### Routed metal per tile

The bar under the picture is 100 um long. 39 x 39 tiles, from dark purple (low) to yellow (high), scaled to the fullest tile. Values are wire area over tile area, all layers added.
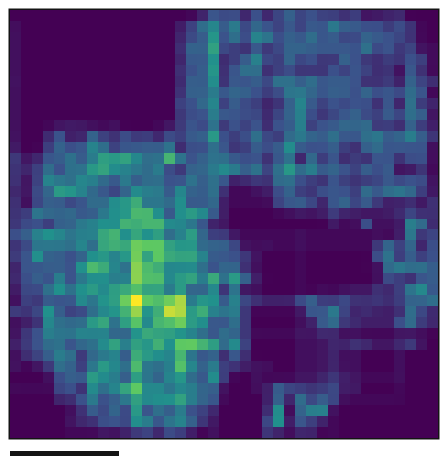
### Cell outlines without signal wires

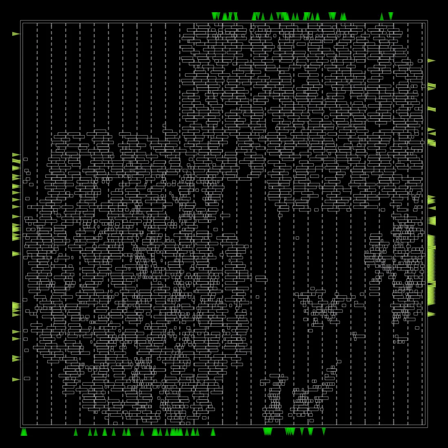
Design btb_param_flat, sky130hd; sources not shown.
==> results.sh <==
# physical design summary
export IMPL_cts_root_buf="clkbuf_16"
export IMPL_grt_pass1_wl_mm=192
export IMPL_worstSetupPathDepth=13
export IMPL_power_frac_comb=0.066
export IMPL_crit_path_end_kind="primary output"
export IMPL_clkPwrFrac=0.441
export IMPL_seqPwrFrac=0.493
export IMPL_maxCapViolCount=0
export IMPL_switchingPower_mw=1.08
export IMPL_top_layer_used="met5"
export IMPL_path_class="in2out"
export IMPL_numPortBuffers=196
export IMPL_ios=201
export IMPL_ys_sh_mux=0.204
export IMPL_crit_fanout=78
export IMPL_lay_top_count="edfxtp_1"
export IMPL_htreeDepth=3
export IMPL_path_buffers=4
export IMPL_wl_met1_mm=56.2
export IMPL_grt_setup_unrepaired="no"
export IMPL_grt_overflow=0
export IMPL_max_freq_ghz=0.0572
export IMPL_yosys_warnings=0
export IMPL_cp_arrival_ns=11.17
export IMPL_worstRegToRegCells=11
export IMPL_design_die_area_um2=155000
export IMPL_hpwl_mm=79.1
export IMPL_worstPathCellList="buf_8 -> buf_12 -> mux4_2 -> xor2_1 -> a32oi_1 -> o21ai_0 -> or4_1 -> or4_1 -> nor2_1 -> nand3_2 -> buf_4 -> nor2b_1 -> clkdlybuf4s50_1"
export IMPL_outcome="finished, final reports clean"
export IMPL_p_leak_nw=17.2
export IMPL_postSynthSeqShare=0.675
export IMPL_dr_wl_met2_mm=65.4
export IMPL_yosysCellCount=2499
export IMPL_initial_core_util=0.301
export IMPL_worst_r2r_setup_slack_ns=15.03
export IMPL_post_cts_buffers=0
export IMPL_hold_viol=0
export IMPL_powerDensity_nw_per_um2=87.9
export IMPL_yosys_area_share_adder=0.000548
export IMPL_fin_crit_sh=0.857
export IMPL_numCtsBuffers=116
export IMPL_aoi_share=0.0389
export IMPL_vias_per_cell=5.27
export IMPL_intPower_mw=3.68
export IMPL_gr_usage_all_layers=0.169
export IMPL_slew_headroom=0.239
export IMPL_startpoint_type="input port"
export IMPL_hold_buffers=0
export IMPL_place_inst=4646
export IMPL_cts_sinks=1040
export IMPL_area_delta_synth_final_pct=18.6
export IMPL_synth_cells=2499
export IMPL_synth_nets=2604
export IMPL_cts_tree="done"
export IMPL_drive_gt1_frac=0.233
export IMPL_firstDrtPassIters=5
export IMPL_top_logic_kind="multiplexers"
export IMPL_post_route_min_period_ns=17.49
export IMPL_largest_reg_flops=512
export IMPL_grt_max_degree=95
export IMPL_numSynthFlops=1040
export IMPL_wl_mm=134
export IMPL_tns_ns=0
export IMPL_ff_type="edfxtp_1"
export IMPL_clk_pin_slew_ns=0.06
export IMPL_switching_share=0.227
export IMPL_yosys_area_um2=45700
export IMPL_ys_sh_simple=0.0477
export IMPL_finalSetupViolations=0
export IMPL_worstMarginPinSlew_ns=1.13
Back to the opening pictures, 'Routed metal per tile':
21% of the tiles are nearly empty. The densest ninth of the die: left middle. The fullest tile reaches 0.64. The mean over all tiles is 0.14. The emptiest ninth of the die: top left. 7.9% of the tiles are over half the peak.
Wirelength per Cell: 27.5 um
via count: 25.6k

Back to the opening pictures, 'Cell outlines without signal wires':
post-route insts no fill: 4866
Cell Rows: 143
Fillers: 14.1k

[per-stage QoR]
step                hold slack, ns  power [mW]
global route                 0.352        4.92
finish                       0.322        4.76
detailed placement           0.306        2.71
global placement             0.283        2.70
CTS                          0.321        4.82
floorplan                    0.267        2.58
[synthesized netlist by cell type (all sizes together), types with 26 or more instances]
cell      n  area share
edfxtp  960        0.63
mux4    338        0.17
mux2i   142       0.031
nor2     86      0.0071
dfrtp    80       0.044
nand2    80      0.0066
clkbuf   78      0.0064
buf      72      0.0083
a21oi    61      0.0067
xnor2    51      0.0098
nor2b    48      0.0066
inv      38      0.0031
o21ai    36      0.0039
nand3    35      0.0038
o22ai    32      0.0044
xor2     32      0.0061
nor3     30      0.0033
mux2     26      0.0064
or3      26      0.0036
[per-layer routing]
metal  global-route usage  vias up
met2                0.281      891
li1                     -    10800
met5                    0        -
met3               0.0327      184
met4               0.0550       10
met1                0.223    13700
[power by group through the flow]
stage | combinational (mW) | sequential (mW) | clock [mW]
final | 0.315 | 2.35 | 2.10
after floorplan | 0.186 | 2.39 | 0
after global placement | 0.313 | 2.39 | 0
after detailed placement | 0.319 | 2.39 | 0
after CTS | 0.319 | 2.35 | 2.15
after global routing | 0.335 | 2.35 | 2.24
[layout make-up]
class / instances / area [um^2]
Fill cell: 14100 / 97300
Sequential cell: 1040 / 30800
Multi-Input combinational cell: 1269 / 14300
Clock buffer: 139 / 3040
Tap cell: 2030 / 2540
Timing Repair Buffer: 267 / 2520
Clock inverter: 76 / 831
Inverter: 40 / 154
Antenna cell: 5 / 12.5
[kinds of logic (layout without fill, tap and decap cells)]
kind of cell | after synthesis | count (layout)
compound gates | 262 | 262
buf+inv | 190 | 522
flops | 1040 | 1040
mux | 506 | 506
other cells | 0 | 5
xor+xnor | 83 | 83
fa+ha+maj | 2 | 2
simple gates | 416 | 416
Power is estimated from default activity; no workload was simulated.
